--- src/rtl/keypad_responder.sv ---
// rtl/keypad_responder.sv - 4x4 membrane keypad model answering a column scan with row pulls.
// Contact bounce and its LFSR are built only with KEYPAD_RESPONDER_BOUNCE_EN defined.
module keypad_responder #(
    parameter int         HOLD_W        = 8,
    parameter int         BOUNCE_CYCLES = 4,
    parameter int         GAP_CYCLES    = 4,
    parameter logic [7:0] LFSR_SEED     = 8'hA5
) (
    input  logic              slowclk,
    input  logic              reset,
    input  logic [3:0]        cols,
    output logic [3:0]        rows,
    input  logic              req_valid,
    input  logic [3:0]        req_key,
    input  logic [HOLD_W-1:0] req_hold,
    output logic              req_ready,
    output logic              busy,
    output logic [7:0]        press_count
);

    localparam int SHORT_MAX = (BOUNCE_CYCLES > GAP_CYCLES) ? BOUNCE_CYCLES : GAP_CYCLES;
    localparam int HOLD_MAX  = (2 ** HOLD_W) - 1;
    localparam int LEN_MAX   = (SHORT_MAX > HOLD_MAX) ? SHORT_MAX : HOLD_MAX;
    localparam int CNT_W     = $clog2(LEN_MAX + 1);

    if (BOUNCE_CYCLES < 1 || GAP_CYCLES < 1 || LFSR_SEED == 8'h00) begin : g_bad_params
        $error("keypad_responder: BOUNCE_CYCLES/GAP_CYCLES must be >= 1 and LFSR_SEED nonzero");
    end

    typedef enum logic [2:0] {
        IDLE       = 3'd0,
        HOLD       = 3'd1,
        GAP        = 3'd2
`ifdef KEYPAD_RESPONDER_BOUNCE_EN
        , BOUNCE_IN  = 3'd3,
        BOUNCE_OUT = 3'd4
`endif
    } state_t;

    state_t            state;
    state_t            state_next;
    logic [CNT_W-1:0]  cnt;
    logic [3:0]        key_q;
    logic [HOLD_W-1:0] hold_q;
    logic              contact;
    logic [1:0]        key_c;
    logic [1:0]        key_r;

`ifdef KEYPAD_RESPONDER_BOUNCE_EN
    logic [7:0] lfsr;

    // Free-running x^8+x^6+x^5+x^4+1 sequence; bounce contact samples bit 0.
    always_ff @(posedge slowclk or posedge reset) begin
        if (reset) begin
            lfsr <= LFSR_SEED;
        end else begin
            lfsr <= {lfsr[6:0], lfsr[7] ^ lfsr[5] ^ lfsr[4] ^ lfsr[3]};
        end
    end
`endif

    always_ff @(posedge slowclk or posedge reset) begin
        if (reset) begin
            state       <= IDLE;
            cnt         <= '0;
            key_q       <= 4'h0;
            hold_q      <= '0;
            press_count <= 8'd0;
        end else begin
            state <= state_next;
            // The phase counter restarts on every state change and rests at zero in IDLE.
            if (state_next != state || state == IDLE) begin
                cnt <= '0;
            end else begin
                cnt <= cnt + 1'b1;
            end
            if (state == IDLE && req_valid) begin
                key_q  <= req_key;
                hold_q <= (req_hold == '0) ? HOLD_W'(1) : req_hold;
            end
            if (state_next == HOLD && state != HOLD) begin
                press_count <= press_count + 8'd1;
            end
        end
    end

    always_comb begin
        state_next = state;
        contact    = 1'b0;
        case (state)
            IDLE: begin
                if (req_valid) begin
`ifdef KEYPAD_RESPONDER_BOUNCE_EN
                    state_next = BOUNCE_IN;
`else
                    state_next = HOLD;
`endif
                end
            end
`ifdef KEYPAD_RESPONDER_BOUNCE_EN
            BOUNCE_IN: begin
                contact = lfsr[0];
                if (cnt == CNT_W'(BOUNCE_CYCLES - 1)) state_next = HOLD;
            end
            BOUNCE_OUT: begin
                contact = lfsr[0];
                if (cnt == CNT_W'(BOUNCE_CYCLES - 1)) state_next = GAP;
            end
`endif
            HOLD: begin
                contact = 1'b1;
                if (cnt == CNT_W'(hold_q) - CNT_W'(1)) begin
`ifdef KEYPAD_RESPONDER_BOUNCE_EN
                    state_next = BOUNCE_OUT;
`else
                    state_next = GAP;
`endif
                end
            end
            GAP: begin
                if (cnt == CNT_W'(GAP_CYCLES - 1)) state_next = IDLE;
            end
            default: state_next = IDLE;
        endcase
    end

    // Matrix position of the latched key: key_c is the column index, key_r the row index.
    always_comb begin
        key_c = 2'd0;
        key_r = 2'd0;
        case (key_q)
            4'hC: begin key_c = 2'd3; key_r = 2'd3; end
            4'hD: begin key_c = 2'd3; key_r = 2'd2; end
            4'hE: begin key_c = 2'd3; key_r = 2'd1; end
            4'hF: begin key_c = 2'd3; key_r = 2'd0; end
            4'h3: begin key_c = 2'd2; key_r = 2'd3; end
            4'h6: begin key_c = 2'd2; key_r = 2'd2; end
            4'h9: begin key_c = 2'd2; key_r = 2'd1; end
            4'hB: begin key_c = 2'd2; key_r = 2'd0; end
            4'h2: begin key_c = 2'd1; key_r = 2'd3; end
            4'h5: begin key_c = 2'd1; key_r = 2'd2; end
            4'h8: begin key_c = 2'd1; key_r = 2'd1; end
            4'h0: begin key_c = 2'd1; key_r = 2'd0; end
            4'h1: begin key_c = 2'd0; key_r = 2'd3; end
            4'h4: begin key_c = 2'd0; key_r = 2'd2; end
            4'h7: begin key_c = 2'd0; key_r = 2'd1; end
            default: begin key_c = 2'd0; key_r = 2'd0; end
        endcase
    end

    // Pure combinational pull so the scanner sees the row in the same cycle it drives the column.
    always_comb begin
        rows = 4'b1111;
        if (contact && !cols[key_c]) rows[key_r] = 1'b0;
    end

    assign req_ready = (state == IDLE);
    assign busy      = (state != IDLE);

endmodule

--- config.mk ---
export PLATFORM = sky130hd
export DESIGN_NAME = keypad_responder
export DESIGN_NICKNAME = d
export VERILOG_FILES = /design/src/rtl/keypad_responder.sv
export SDC_FILE = /design/constraint.sdc
export NUM_CORES = 1
export LEC_CHECK = 0
export ABC_AREA = 1
export CORE_MARGIN = 5
export CORE_UTILIZATION = 47
export CTS_CLUSTER_SIZE = 20
export DETAILED_ROUTE_END_ITERATION = 6
export PLACE_DENSITY = 0.84
export SYNTH_ARGS = -nofsm -noshare
export SYNTH_HDL_FRONTEND = slang
export SYNTH_SLANG_ARGS = --single-unit
--- constraint.sdc ---
create_clock -name slowclk -period 2 [get_ports slowclk]
set_clock_uncertainty 0.2 [all_clocks]
set_input_delay 0.4 -clock slowclk [delete_from_list [all_inputs] [get_ports slowclk]]
set_output_delay 0.4 -clock slowclk [all_outputs]
set_load 0.01 [all_outputs]
Run 1, power grid:
Scale bar: 20 um. Pins as bars on the die edge.
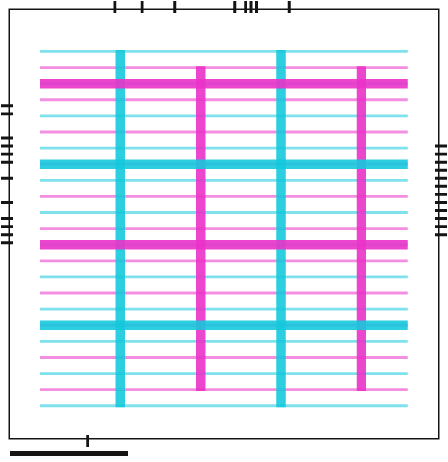
Magenta shows VDD. Cyan shows VSS.
4 straps on met5. 23 met1 rails follow the rows. 4 straps on met4.
worst vdd rail ir drop: 0.5406 mV
vertical die dimension: 72.28 um

Run 1, placement by cell class:
Scale bar: 20 um.
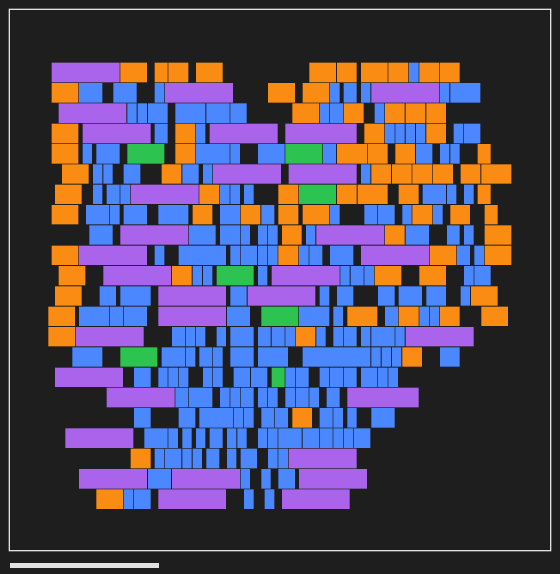
Blue shows remaining logic cells, cells 204, share of their area 43%. Orange shows remaining buffers and delay cells, cells 75, share of their area 24%. Purple shows registers, cells 31, share of their area 30%. Green shows clock drivers and dummy loads, cells 7, share of their area 3.3%.
number of core rows: 22
Floorplan Core Area: 3716 um2
sequential share of cell area: 0.2904

Run 1, clock network drawn from the DEF:
Scale bar: 20 um.
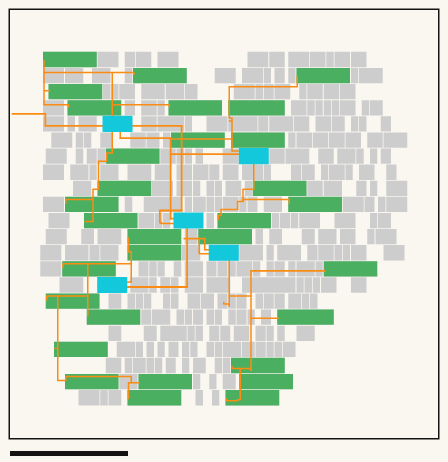
Green shows flip-flops, count 31. Cyan shows clock-net drivers, count 5. Orange shows clock wires, length 414 um.
There are 6 routed clock nets.
clock latency reported for the late side of the worst-skew pair: 280 ps
part of the total power dissipated in the clock network: 0.203
Clock group: 502 uW

Run 1, routed metal, one colour a layer:
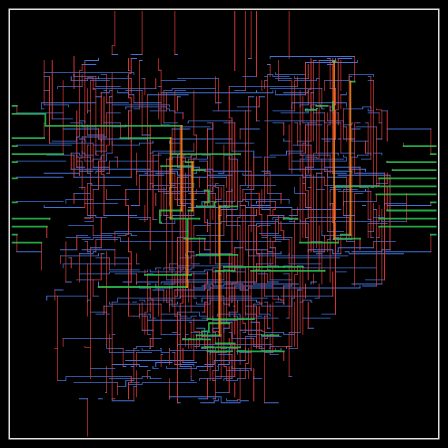
Orange shows M4, wire length 122 um. Green shows M3, wire length 336 um. Blue shows M1, wire length 2080 um. Red shows M2, wire length 2590 um.
Post-Route WL: 5126 um
routed length per placed instance: 14.04 um
detailed-route via count: 1900

==> datasheet_impl.txt, run 1 <==
Characteristics after synthesis and place and route

Parameter                              Value

Layout
  Number of diodes    0
  Number of inserted filler cells in the final layout    about 280
  Fraction of area in multi-input gates    0.3683
  Multi-input logic area    ~990 um2
  Share of post-route cells with drive strength above 1    0.3028
  Sequential cell area in the final layout    a little under 800 um2
  Fraction of the core area covered by cells at the end of the flow    0.7212
  Sequential cell count    31
  Clock tree cell share of total cell area    0.03268

Logic synthesis
  AND/OR/NAND/NOR Cells, Area Fraction    0.2807
  Synthesized chip area reported by yosys    between 1500 and 2000 um2
  Register bit total from synthesis    31
  Flip-flops with a built-in enable    0
  Library cell with the highest instance count after synthesis    nand2_1
  Top cell area share    0.4255
  Aoi/oai-family share of the synthesized area    0.08030
  Top FF cell, synth    dfrtp_1
  Post-synthesis xor/xnor area fraction    0.08648
  Dominant cell type by area after synthesis    dfrtp_1

Critical path
  Type of the worst setup path    flip-flop to output pin
  Endpoint of the worst register-to-register path    key_q[0]
  Worst Reg-to-Reg Cells    15
  Worst path arrival time    about 2000 ps
  Launching point of the worst reg2reg path    key_q[0]
  Delay contributed by the slowest stage of the critical path    ~430 ps
  Slowest library cell on the worst path    dfrtp_1

Global route
  GR Util met3    0.03463
  Global-route track usage on met2    0.3124
  Met1 capacity usage during global routing    0.2426
  Number of global-route vias before repair    ~1.8k

Route
  DRC violations left    0
  Routed Antenna Nets    0
  Met3 wire len    335 um
  Pre-Repair DR Iteration Count    4
  Max layer used    met4

Power and ir drop
  Proportion of total power due to net switching    0.3641
  Power spent charging and discharging nets    around 900 uW
  Sequential power    ~890 uW
  Power density over cell area    around 900 nW/um2

Run status
  Status    finished, violations left
  Failing checks    setup timing

Floorplanning
  Well-Tap Cells    48
  Chip area    5224 um2
  Horizontal die dimension    roughly 72 um

Timing
  Setup WS post-layout    -547.7 ps
  Shortest clock period the worst path allows after layout    2548 ps
  Post-Route Hold Slack    273.5 ps
  Total count of hold-check failures in the final report    0
  Number of setup violations in the final report    13

Place
  HPWL reported at the end of detailed placement    3092 um

Clock tree
  Quantity of gates resized following cts    27
  Total of hold buffers inserted after clock tree synthesis    0
  TritonCTS clock tree    yes

Hold path
  Cells on Worst Hold Path    1
  Hold path startpoint    press_count[7]
--- run 2 (diff from run 1) ---
Settings changed: CORE_UTILIZATION 47 to 49, CTS_BUF_LIST set to sky130_fd_sc_hd__clkbuf_2 sky130_fd_sc_hd__clkbuf_4 sky130_fd_sc_hd__clkbuf_8, PLACE_DENSITY 0.84 to 0.86.
Run 2, power grid:
Scale bar: 20 um. Pins as bars on the die edge.
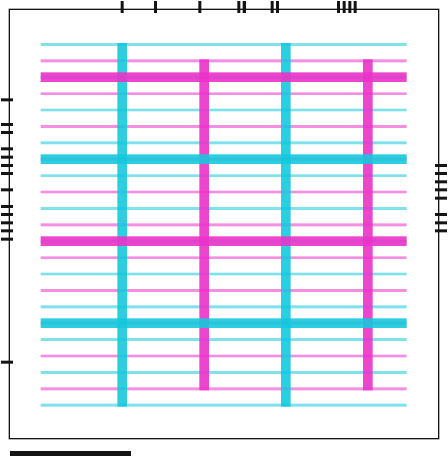
Magenta shows VDD. Cyan shows VSS.
4 straps on met4. 33 signal pins sit on the boundary. 23 met1 rails follow the rows. The core has 22 rows. 4 straps on met5.
Floorplan Core Area: 3633 um2
vertical die dimension: 71.00 um
horizontal die dimension: 71.00 um
worst vdd rail ir drop: 0.6442 mV

==> datasheet_impl.txt, run 2 <==
Characteristics after synthesis and place and route

Parameter                              Value

Critical path
  Worst path arrival time    1850 ps (-100 ps)
  Launching point of the worst reg2reg path    hold_q[0]
  Worst setup slack for register-to-register paths    0 ps
  Worst Reg-to-Reg Cells    14 (-1)
  Endpoint of the worst register-to-register path    cnt[6]
  Crit path max fanout    4
  Endpoint required time on the critical path    1400 ps
  Type of the worst setup path    flip-flop to output pin
  Delay contributed by the slowest stage of the critical path    440 ps (about the same)
  Cell family with the largest share of critical-path delay    simple AND/OR/NAND/NOR gates
  Slowest library cell on the worst path    dfrtp_1

Floorplanning
  Number of core rows    22 (unchanged)
  Chip area    5040 um2 (-3.5%)
  Well-Tap Cells    48 (unchanged)

Place
  Placed cell count    ~340
  Pre-CTS setup slack    -520.6 ps
  HPWL reported at the end of detailed placement    3130 um (+1.2%)
  Count of input and output buffers    32

Power and ir drop
  Proportion of total power due to net switching    0.3530 (-0.01106)
  Register share of total power    0.374
  Power density over cell area    923.9 nW/um2 (+0.27%)
  Power spent charging and discharging nets    836.2 uW (-7.0%)
  Static leakage    between 0.001 and 0.0015 uW
  Sequential power    886 uW (-0.4%)
  Largest power group    combinational logic

Logic synthesis
  Aoi/oai-family share of the synthesized area    0.08030 (unchanged)
  Register bit total from synthesis    31 (unchanged)
  AND/OR/NAND/NOR Cells, Area Fraction    0.2807 (unchanged)
  Post-synthesis xor/xnor area fraction    0.08648 (unchanged)
  Post-synth mux share    0.02471
  Count of instantiated cells in the yosys netlist    between 200 and 250
  Top FF cell, synth    dfrtp_1
  Main kind of combinational logic by area    simple AND/OR/NAND/NOR gates
  Synthesized instance count    238
  Top cell area share    0.4255 (unchanged)
  Synthesized chip area reported by yosys    1823 um2 (unchanged)
  Library cell with the highest instance count after synthesis    nand2_1
  Dominant cell type by area after synthesis    dfrtp_1
  Flip-flops with a built-in enable    0 (unchanged)

Layout
  Share of post-route cells with drive strength above 1    0.2533 (-0.04955)
  Largest registers    cnt: 8 flops, hold_q: 8 flops, press_count: 8 flops
  Number of inserted filler cells in the final layout    277 (-1.8%)
  Non-filler cells in the finished layout    352
  Inverters, non-clock    35
  Top cell class by occupied area    multi-input combinational cells
  Multi-input logic area    974.7 um2 (-1.3%)
  Fraction of area in multi-input gates    0.3802 (+0.01184)
  Fraction of the core area covered by cells at the end of the flow    0.7056 (-0.01563)
  Clock tree cell share of total cell area    0.04051 (+0.007828)
  Sequential cell area in the final layout    778.2 um2 (unchanged)
  Number of diodes    0 (unchanged)
  Sequential share of cell area    0.3036 (+0.01318)
  Sequential cell count    31 (unchanged)

Route
  DRC violations left    0 (unchanged)
  Post-Route WL    4486 um (-12%)
  Routed length per placed instance    12.74 um (-9.3%)
  Met3 wire len    230 um (-31%)
  Pre-Repair DR Iteration Count    4 (unchanged)
  Routed Antenna Nets    0 (unchanged)
  Max layer used    met4
  Violation tally from detailed-route iteration zero    about 110
  Detailed-route via count    1743 (-8.3%)

Clock tree
  Clock latency reported for the late side of the worst-skew pair    290 ps (about the same)
  Total of hold buffers inserted after clock tree synthesis    0 (unchanged)
  TritonCTS clock tree    yes
  Quantity of gates resized following cts    27 (unchanged)
  Clock sink count    31

Hold path
  Cells on Worst Hold Path    1 (unchanged)
  Hold path startpoint    press_count[7]

Timing
  Setup WS post-layout    -449.3 ps (+98.38 ps)
  Shortest clock period the worst path allows after layout    2449 ps (-98.38 ps)
  Total count of hold-check failures in the final report    0 (unchanged)
  Post-Route Hold Slack    276.7 ps (+3.121 ps)
  Number of setup violations in the final report    4 (-9)

Run status
  Status    finished, violations left
  Failing checks    setup timing

Global route
  Number of global-route vias before repair    1690 (-4.1%)
  GR Util met3    0.05824 (+0.02361)
  Met1 capacity usage during global routing    0.2404 (-0.002129)
  Overflow left after global routing    0
  Global-route track usage on met2    0.2832 (-0.02922)
Run 2, clock network drawn from the DEF:
Scale bar: 20 um.
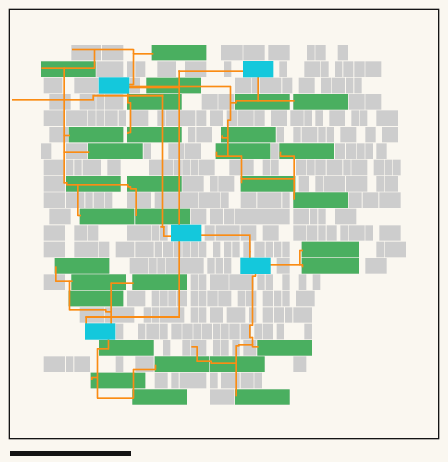
Orange shows clock wires, length 424 um. Green shows flip-flops, count 31. Cyan shows clock-net drivers, count 5.
There are 6 routed clock nets.
part of the total power dissipated in the clock network: 0.232
Clock group: 549 uW

--- run 3 (diff from run 2) ---
Settings changed: PLACE_DENSITY 0.86 to 0.78.
Run 3, power grid:
Scale bar: 20 um. Pins as bars on the die edge.
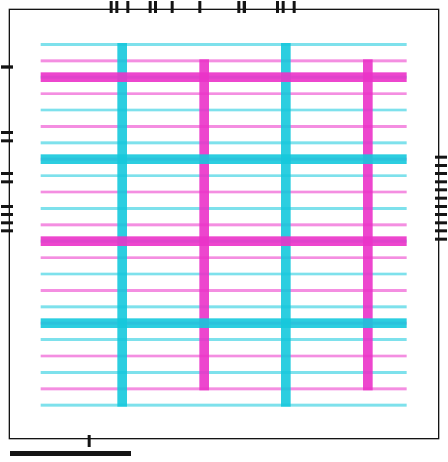
Magenta shows VDD. Cyan shows VSS.
The core has 22 rows. 4 straps on met4. 4 straps on met5. 23 met1 rails follow the rows. 33 signal pins sit on the boundary.
worst vdd rail ir drop: 0.7240 mV

Run 3, clock network drawn from the DEF:
Scale bar: 20 um.
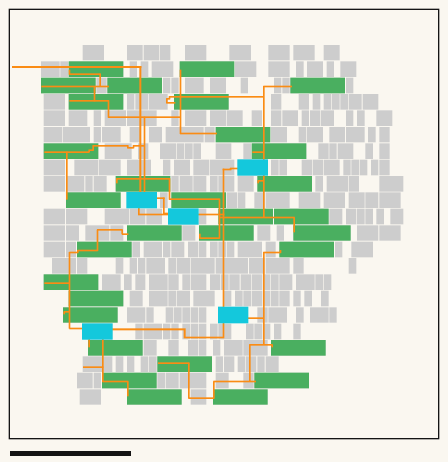
Green shows flip-flops, count 31. Cyan shows clock-net drivers, count 5. Orange shows clock wires, length 438 um.
There are 6 routed clock nets.
clock latency reported for the late side of the worst-skew pair: 290 ps
part of the total power dissipated in the clock network: 0.238

==> datasheet_impl.txt, run 3 <==
Characteristics after synthesis and place and route

Parameter                              Value

Run status
  Status    finished, violations left
  Failing checks    setup timing

Route
  Detailed-route via count    1732 (-0.63%)
  Met3 wire len    223 um (-3.0%)
  Routed Antenna Nets    0 (unchanged)
  Routed length per placed instance    12.34 um (-3.2%)

Place
  Count of input and output buffers    32 (unchanged)
  Placed cell count    334 (-0.60%)
  HPWL reported at the end of detailed placement    3076 um (-1.7%)
  Pre-CTS setup slack    -453.2 ps (+67.40 ps)

Critical path
  Crit path max fanout    3 (-1)
  Worst setup slack for register-to-register paths    -30 ps (-30 ps)
  Cell family with the largest share of critical-path delay    simple AND/OR/NAND/NOR gates
  Type of the worst setup path    flip-flop to output pin
  Worst path arrival time    1860 ps (about the same)
  Launching point of the worst reg2reg path    hold_q[1]
  Endpoint of the worst register-to-register path    cnt[5]

Logic synthesis
  Top cell area share    0.4255 (unchanged)
  Post-synth mux share    0.02471 (unchanged)
  Library cell with the highest instance count after synthesis    nand2_1
  Register bit total from synthesis    31 (unchanged)
  Synthesized instance count    238 (unchanged)
  Synthesized chip area reported by yosys    1823 um2 (unchanged)
  AND/OR/NAND/NOR Cells, Area Fraction    0.2807 (unchanged)
  Aoi/oai-family share of the synthesized area    0.08030 (unchanged)
  Count of instantiated cells in the yosys netlist    238 (unchanged)
  Post-synthesis xor/xnor area fraction    0.08648 (unchanged)
  Top FF cell, synth    dfrtp_1

Timing
  Post-Route Hold Slack    273.0 ps (-3.622 ps)
  Number of setup violations in the final report    12 (+8)
  Setup WS post-layout    -459.9 ps (-10.64 ps)
  Shortest clock period the worst path allows after layout    2460 ps (+10.64 ps)
  Total count of hold-check failures in the final report    0 (unchanged)

Layout
  Sequential cell area in the final layout    777.0 um2 (-0.16%)
  Clock tree cell share of total cell area    0.04073 (+0.0002186)
  Sequential cell count    31 (unchanged)
  Sequential share of cell area    0.3047 (+0.001147)
  Multi-input logic area    978.4 um2 (+0.39%)
  Inverters, non-clock    35 (unchanged)
  Fraction of area in multi-input gates    0.3837 (+0.003523)
  Largest registers    cnt: 8 flops, hold_q: 8 flops, press_count: 8 flops
  Fraction of the core area covered by cells at the end of the flow    0.7018 (-0.003788)
  Non-filler cells in the finished layout    349 (-0.85%)

Floorplanning
  Floorplan Core Area    3633 um2 (unchanged)
  Horizontal die dimension    71.00 um (unchanged)
  Vertical die dimension    71.00 um (unchanged)
  Well-Tap Cells    48 (unchanged)
  Chip area    5040 um2 (unchanged)

Clock tree
  Quantity of gates resized following cts    24 (-11%)
  Total of hold buffers inserted after clock tree synthesis    0 (unchanged)
  Clock sink count    31 (unchanged)
  TritonCTS clock tree    yes

Hold path
  Cells on Worst Hold Path    1 (unchanged)
  Hold path startpoint    press_count[7]

Power and ir drop
  Clock group    555 uW (+1%)
  Proportion of total power due to net switching    0.3544 (+0.001384)
  Power spent charging and discharging nets    827.4 uW (-1.0%)
  Register share of total power    0.377 (+0.003)
  Static leakage    0.001200 uW (-0.31%)
  Largest power group    combinational logic

Global route
  GR Util met3    0.05256 (-0.005682)
  Overflow left after global routing    0 (unchanged)
  Global-route track usage on met2    0.2750 (-0.008239)
Power figures rest on the tool's default switching activity, not on a simulated workload.
